**src/rtl/module_keypad_scan.sv**
```systemverilog
// 4x4 matrix keypad scanner with press/release debounce.
// Drives one column low at a time, samples the synchronized rows once per
// column slot, and reports the last accepted key as {row, col}.
// Handshake: key_valid is a single-cycle strobe with no ready; a consumer
// must take key_code in the cycle key_valid is high. key_code stays stable
// until the next strobe, and key_down brackets the accepted press.
// Parameter contract: SCAN_TICKS >= 4, DEBOUNCE_SAMPLES >= 2.
module module_keypad_scan #(
    parameter int SCAN_TICKS       = 27000,
    parameter int DEBOUNCE_SAMPLES = 10
) (
    input  logic       clk,
    input  logic       rst,
    input  logic [3:0] row_n,
    output logic [3:0] col_n,
    output logic [3:0] key_code,
    output logic       key_valid,
    output logic       key_down
);

    localparam int TW = (SCAN_TICKS > 1) ? $clog2(SCAN_TICKS) : 1;
    localparam int CW = $clog2(DEBOUNCE_SAMPLES + 1);

    localparam logic [TW-1:0] TICK_LAST = TW'(SCAN_TICKS - 1);
    localparam logic [CW-1:0] CNT_LAST  = CW'(DEBOUNCE_SAMPLES - 1);

    typedef enum logic [1:0] {
        SCAN     = 2'd0,
        DEBOUNCE = 2'd1,
        HELD     = 2'd2
    } state_t;

    state_t        state, state_nx;
    logic [3:0]    row_meta;
    logic [3:0]    rows;
    logic [TW-1:0] tick;
    logic          sample;
    logic [1:0]    col, col_nx;
    logic [1:0]    row_sel, row_sel_nx;
    logic [1:0]    low_row;
    logic [CW-1:0] match_cnt, match_nx;
    logic [CW-1:0] rel_cnt, rel_nx;
    logic [3:0]    code_nx;
    logic          valid_nx;
    logic          down_nx;

    // Two-flop synchronizer for the asynchronous, active-low row inputs.
    always_ff @(posedge clk or posedge rst) begin
        if (rst) begin
            row_meta <= 4'hF;
            rows     <= 4'hF;
        end else begin
            row_meta <= row_n;
            rows     <= row_meta;
        end
    end

    // Free-running slot counter; its last count is the sample instant.
    always_ff @(posedge clk or posedge rst) begin
        if (rst) begin
            tick <= '0;
        end else if (tick == TICK_LAST) begin
            tick <= '0;
        end else begin
            tick <= tick + 1'b1;
        end
    end

    assign sample = (tick == TICK_LAST);

    // Only the current column is driven low.
    assign col_n = ~(4'b0001 << col);

    // Lowest-index low row wins when several rows are pulled down.
    always_comb begin
        low_row = 2'd0;
        if (!rows[0]) begin
            low_row = 2'd0;
        end else if (!rows[1]) begin
            low_row = 2'd1;
        end else if (!rows[2]) begin
            low_row = 2'd2;
        end else if (!rows[3]) begin
            low_row = 2'd3;
        end
    end

    // State, counters and outputs; all updates land on the edge after a sample.
    always_ff @(posedge clk or posedge rst) begin
        if (rst) begin
            state     <= SCAN;
            col       <= 2'd0;
            row_sel   <= 2'd0;
            match_cnt <= '0;
            rel_cnt   <= '0;
            key_code  <= 4'h0;
            key_valid <= 1'b0;
            key_down  <= 1'b0;
        end else begin
            state     <= state_nx;
            col       <= col_nx;
            row_sel   <= row_sel_nx;
            match_cnt <= match_nx;
            rel_cnt   <= rel_nx;
            key_code  <= code_nx;
            key_valid <= valid_nx;
            key_down  <= down_nx;
        end
    end

    // Next-state and output decode; nothing moves except at a sample instant.
    always_comb begin
        state_nx   = state;
        col_nx     = col;
        row_sel_nx = row_sel;
        match_nx   = match_cnt;
        rel_nx     = rel_cnt;
        code_nx    = key_code;
        valid_nx   = 1'b0;
        down_nx    = key_down;

        if (sample) begin
            case (state)
                SCAN: begin
                    if (rows == 4'hF) begin
                        col_nx = col + 1'b1;
                    end else begin
                        // Stay on this column so the same key keeps being sensed.
                        row_sel_nx = low_row;
                        match_nx   = CW'(1);
                        state_nx   = DEBOUNCE;
                    end
                end

                DEBOUNCE: begin
                    if (!rows[row_sel]) begin
                        if (match_cnt == CNT_LAST) begin
                            code_nx  = {row_sel, col};
                            valid_nx = 1'b1;
                            down_nx  = 1'b1;
                            rel_nx   = '0;
                            state_nx = HELD;
                        end else begin
                            match_nx = match_cnt + 1'b1;
                        end
                    end else begin
                        // Bounce: drop the candidate and move on silently.
                        state_nx = SCAN;
                        col_nx   = col + 1'b1;
                    end
                end

                HELD: begin
                    if (rows[row_sel]) begin
                        if (rel_cnt == CNT_LAST) begin
                            down_nx  = 1'b0;
                            rel_nx   = '0;
                            state_nx = SCAN;
                            col_nx   = col + 1'b1;
                        end else begin
                            rel_nx = rel_cnt + 1'b1;
                        end
                    end else begin
                        // Any re-press restarts the release run.
                        rel_nx = '0;
                    end
                end

                default: begin
                    state_nx = SCAN;
                end
            endcase
        end
    end

endmodule

```
**config.mk**
```make
export PLATFORM = sky130hd
export DESIGN_NAME = module_keypad_scan
export DESIGN_NICKNAME = d
export VERILOG_FILES = /design/src/rtl/module_keypad_scan.sv
export SDC_FILE = /design/constraint.sdc
export NUM_CORES = 1
export LEC_CHECK = 0
export CORE_MARGIN = 5
export CORE_UTILIZATION = 45
export CTS_CLUSTER_DIAMETER = 50
export DETAILED_ROUTE_END_ITERATION = 7
export HOLD_SLACK_MARGIN = 0.02
export SLEW_MARGIN = 25
export SYNTH_ARGS = -nofsm -noshare
export SYNTH_HDL_FRONTEND = slang
export SYNTH_SLANG_ARGS = --single-unit
export TNS_END_PERCENT = 50
```
**constraint.sdc**
```tcl
create_clock -name clk -period 3.05 [get_ports clk]
set_input_delay 0.61 -clock clk [delete_from_list [all_inputs] [get_ports clk]]
set_output_delay 0.61 -clock clk [all_outputs]
set_load 0.01 [all_outputs]
```
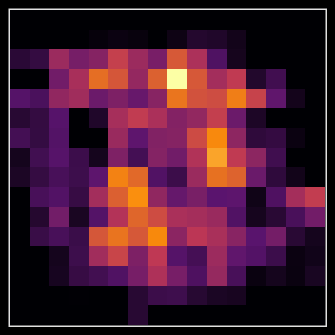
Fig. 1. Wire density map (run 1).
(4 px per um) The die is cut into 16 by 16 equal tiles; black is low, pale yellow is high, scaled to the fullest tile. Values are wire area over tile area, all layers added.
densest ninth of the die: center
tiles over half the peak: 13%
fullest tile: 0.48
mean over tiles: 0.10
nearly empty tiles: 30%
total wire length: 4140 um
Vias: 1544

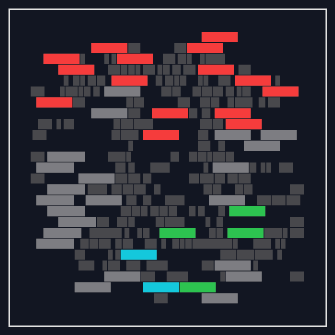
Fig. 2. Register map, names as in the netlist (run 1).
(4 px per um) Other sequential cells in the stronger gray, the rest of the logic in the fainter gray.
legend:
  `tick`:
    color: red
    flops: 15
  `key_code`:
    color: green
    flops: 4
  `state`:
    color: cyan
    flops: 2
not colored: 22
Seq/total area: 44.6%
Reg area: 1090 um2

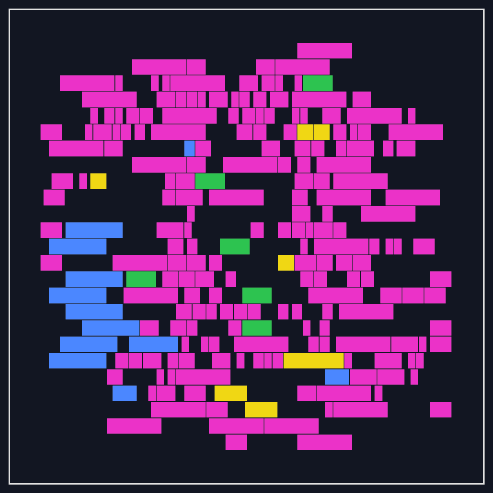
Fig. 3. Sizing map (run 1).
(6 px per um)
legend:
  drive 6 and up:
    color: green
    cells: 6
  drive 1 or less:
    color: magenta
    cells: 195
  drive 3 to 4:
    color: yellow
    cells: 7
  drive 2:
    color: blue
    cells: 12
setup ws final: 0.475 ns
Final Cell Area: 2440 um2

==> impl_metrics.env, run 1 <==
# yosys + openroad results
export IMPL_worst_path_stages=4
export IMPL_period_minus_slack_ns=2.58
export IMPL_dp_cells=266
export IMPL_cts_max_level=2
export IMPL_critical_path_slowest_cell="or4_1"
export IMPL_run_status="complete, no violations"
export IMPL_cap_violations=0
export IMPL_comb_area_share_pct=38.9
export IMPL_final_nonclk_buf_share_pct=7.39
export IMPL_ctsResizeCount=0
export IMPL_hpwl_um=2990
export IMPL_layout_non_clock_buffers=19
export IMPL_crit_path_start_kind="flip-flop"
export IMPL_ys_area_um2=2130
export IMPL_comb_area_um2=948
export IMPL_cts_num_sinks=43
export IMPL_r2r_cells=4
export IMPL_stdcell_count=274
export IMPL_netlist_instances=200
export IMPL_ys_seq_share_pct=50.9
export IMPL_io_buffers=15
export IMPL_hold_buffers=0
export IMPL_hp_start="row_meta[2]"
export IMPL_chipWidth_um=78.9
export IMPL_postSynthAreaPerCell_um2=10.7
export IMPL_wire_per_inst_um=15.1
export IMPL_postCtsSetupBuffers=0
export IMPL_hold_path_depth=0
export IMPL_critPathArrivalTime_ns=2.75
-- run 1: routing by layer --
layer / global-route usage, % / share of wire (%)
met5: 0 / 0
met3: 4.42 / 4.2
met2: 22.1 / 45
met4: 5.67 / 1.2
met1: 21.0 / 50
-- run 1: stage by stage --
| step | hold WS [ns] | worst slack, ns | cell area [um2] |
|---|---|---|---|
| 2_1_floorplan | 0.345 | 0.802 | 2130 |
| 3_3_place_gp | 0.351 | 0.554 | 2350 |
| 3_5_place_dp | 0.350 | 0.481 | 2350 |
| 4_1_cts | 0.361 | 0.474 | 2440 |
| 5_1_grt | 0.366 | 0.375 | 2440 |
| 6_report | 0.359 | 0.475 | 2440 |
-- run 1: state kept, by name, indices dropped and copies added (netlist names) --
| name | flops |
|---|---|
| state | 2 |
| row_meta | 4 |
| key_valid | 1 |
| row_sel | 2 |
| col | 2 |
| rows | 4 |
| match_cnt | 4 |
| rel_cnt | 4 |
| key_code | 4 |
| tick | 15 |
| key_down | 1 |
-- run 1: Yosys cell counts, types with 6 or more instances --
cell type  instances  share of area [%]
nor3_1             6                1.4
ha_1               7                4.1
o41ai_1            6                2.5
nand2_1            7                1.2
inv_1             17                3.0
xnor2_1            9                3.7
nand4_1            7                2.1
dfrtp_1           35                 41
dfstp_2            8                9.9
o21ai_0            9                2.1
nand3_1            9                2.1
nor2_1            13                2.3
-- run 1: report_power, final --
part           internal (mW)  switching (mW)
registers              0.580         0.00424
logic                0.00949          0.0166
clock network          0.183           0.183
total                  0.772           0.204
-- run 1: cells by family after synthesis --
| family | count (synthesis) | synth area share, % |
|---|---|---|
| simple gates | 72 | 18.5 |
| flops | 43 | 50.9 |
| compound gates | 35 | 12.5 |
| buf+inv | 24 | 4.63 |
| xor+xnor | 13 | 5.34 |
| fa+ha+maj | 7 | 4.11 |
| mux | 6 | 3.99 |
Fig. 4: run 1, metal 3
(6 px per um)
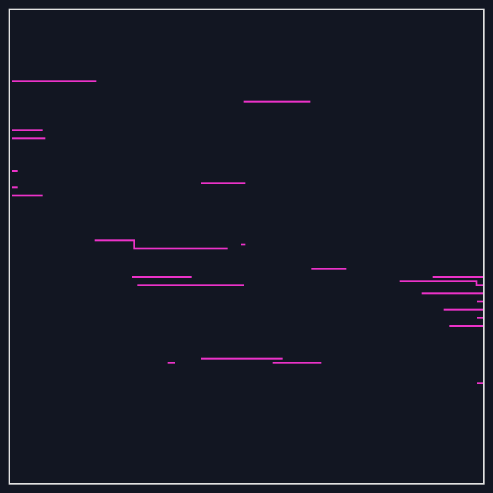

--- run 2 (diff from run 1) ---
Clock period 3.05 ns to 2.7 ns, I/O delays scaled along.
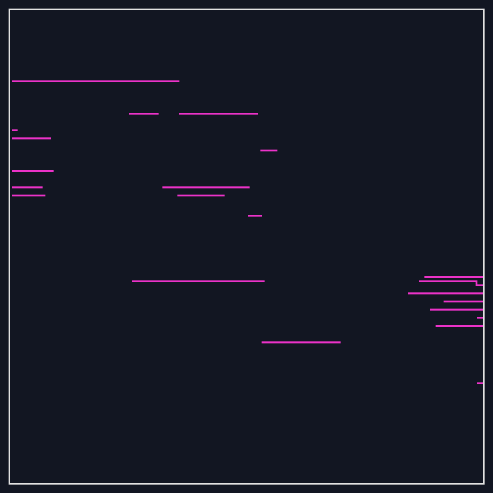
Fig. 5. Metal 3 (run 2).
(6 px per um)
longest straight run: 27.6 um
wire length on this layer: 186 um
main direction: horizontal
Vias: 1521
total wire length: 4070 um

==> run 2 against run 1 <==
Clock-buffer cell count fell by 2. Sequential cell count unchanged. Cell count rose by 0.73%. Register-to-register slack got worse by 0.26 ns. Clock power up 7.4%. Die area did not move. Total power grew 11%. Synthesized cell count stayed put. Critical path type unchanged. Critical endpoint unchanged.
==> impl_metrics.env, run 2 <==
# yosys + openroad results
export IMPL_top_area_share_pct=41.1
export IMPL_ys_area_um2=2130
export IMPL_synth_top_cell_by_count="dfrtp_1"
export IMPL_place_gp_congestion=0.853
export IMPL_internal_power_mw=0.843
export IMPL_critical_path_slowest_cell="or4_1"
export IMPL_pwr_share_seq_pct=60.9
export IMPL_fin_ws_ns=0.218
export IMPL_hold_path_depth=0
export IMPL_regMostFlops="tick"
export IMPL_stdcell_count=276
export IMPL_largest_register_ffs=15
export IMPL_chipWidth_um=78.9
export IMPL_p_comb_share_pct=2.8
export IMPL_r2r_cells=4
export IMPL_run_status="complete, no violations"
export IMPL_period_minus_slack_ns=2.48
export IMPL_critPathArrivalTime_ns=2.66
export IMPL_hold_worst_slack_ns=0.359
export IMPL_clock_path_buffers=2
export IMPL_seq_area_um2=1090
export IMPL_comb_area_um2=948
export IMPL_crit_path_start_kind="flip-flop"
export IMPL_hold_buffers=0
export IMPL_power_switching_mw=0.239
export IMPL_largest_area_cell="dfrtp_1"
export IMPL_yosys_top_cells_count="dfrtp_1 (35), inv_1 (17), nor2_1 (13)"
export IMPL_switching_share_pct=22.1
export IMPL_stdcell_area_um2=2440
export IMPL_dp_cells=268
export IMPL_wire_per_inst_um=14.8
export IMPL_postCtsSetupBuffers=0
export IMPL_preCtsSetupSlack_ns=0.231
export IMPL_worst_path_stages=4
export IMPL_cap_violations=0
export IMPL_top_cells_by_area="dfrtp_1 (41%), dfstp_2 (9.9%), ha_1 (4.1%)"
export IMPL_placed_cell_area_um2=2360
export IMPL_postSynthAreaPerCell_um2=10.7
export IMPL_ctsResizeCount=0
export IMPL_cts_max_level=2
export IMPL_cts_tree="built"
export IMPL_clockPowerShare_pct=36.3
export IMPL_synth_edff_count=0
export IMPL_hpwl_um=2970
==> run 2: worst register-to-register path, cell delays in order, from the launching register on <==
cell and delay [ns]:
dfrtp_1 0.42, or4_1 0.54, or4_1 0.66, or2_1 0.42
mux2_4 0.33
==> run 2: area by class of cell <==
class / instances / area share (%)
clock buffers: 5 / 2.81
clock inverters: 3 / 0.614
inverters: 17 / 2.61
multi-input cells: 133 / 38.8
flip-flops and latches: 43 / 44.4
well taps: 54 / 2.76
repair buffers: 21 / 7.98
==> run 2: routing by layer <==
metal	wire length [um]	up-vias	share of wire, %	global-route usage (%)
li1	-	757	-	-
met1	2090	733	51	23.1
met2	1750	26	43	20.8
met3	185	5	4.5	4.76
met4	40	0	0.98	3.61
met5	0	-	0	0
==> run 2: cell families after synthesis <==
logic type / after synthesis / share of synthesized area (%)
and+or+nand+nor: 72 / 18.5
DFF: 43 / 50.9
AOI/OAI and AO/OA: 35 / 12.5
buffers and inverters: 24 / 4.63
xor gates and xnor gates: 13 / 5.34
adders and majority gates: 7 / 4.11
muxes: 6 / 3.99
==> run 2: final timing paths <==
kind                             start      endpoint  slack (ns)
max                           tick[12]   key_code[3]        0.22
min                        row_meta[3]       rows[3]        0.36
max reg2reg                   tick[12]   key_code[3]        0.22
min reg2reg                row_meta[3]       rows[3]        0.36
max in group asynchronous          rst   row_meta[1]        1.66
min in group asynchronous          rst  match_cnt[1]        0.67
==> run 2: power groups by stage <==
stage	Sequential [mW]	Clock, mW	Combinational (mW)
after global routing	0.660	0.445	0.0357
after global placement	0.672	0	0.0314
after detailed placement	0.672	0	0.0320
after CTS	0.659	0.404	0.0321
final	0.659	0.393	0.0306
after floorplan	0.670	0	0.0170
Power is estimated from default activity; no workload was simulated.
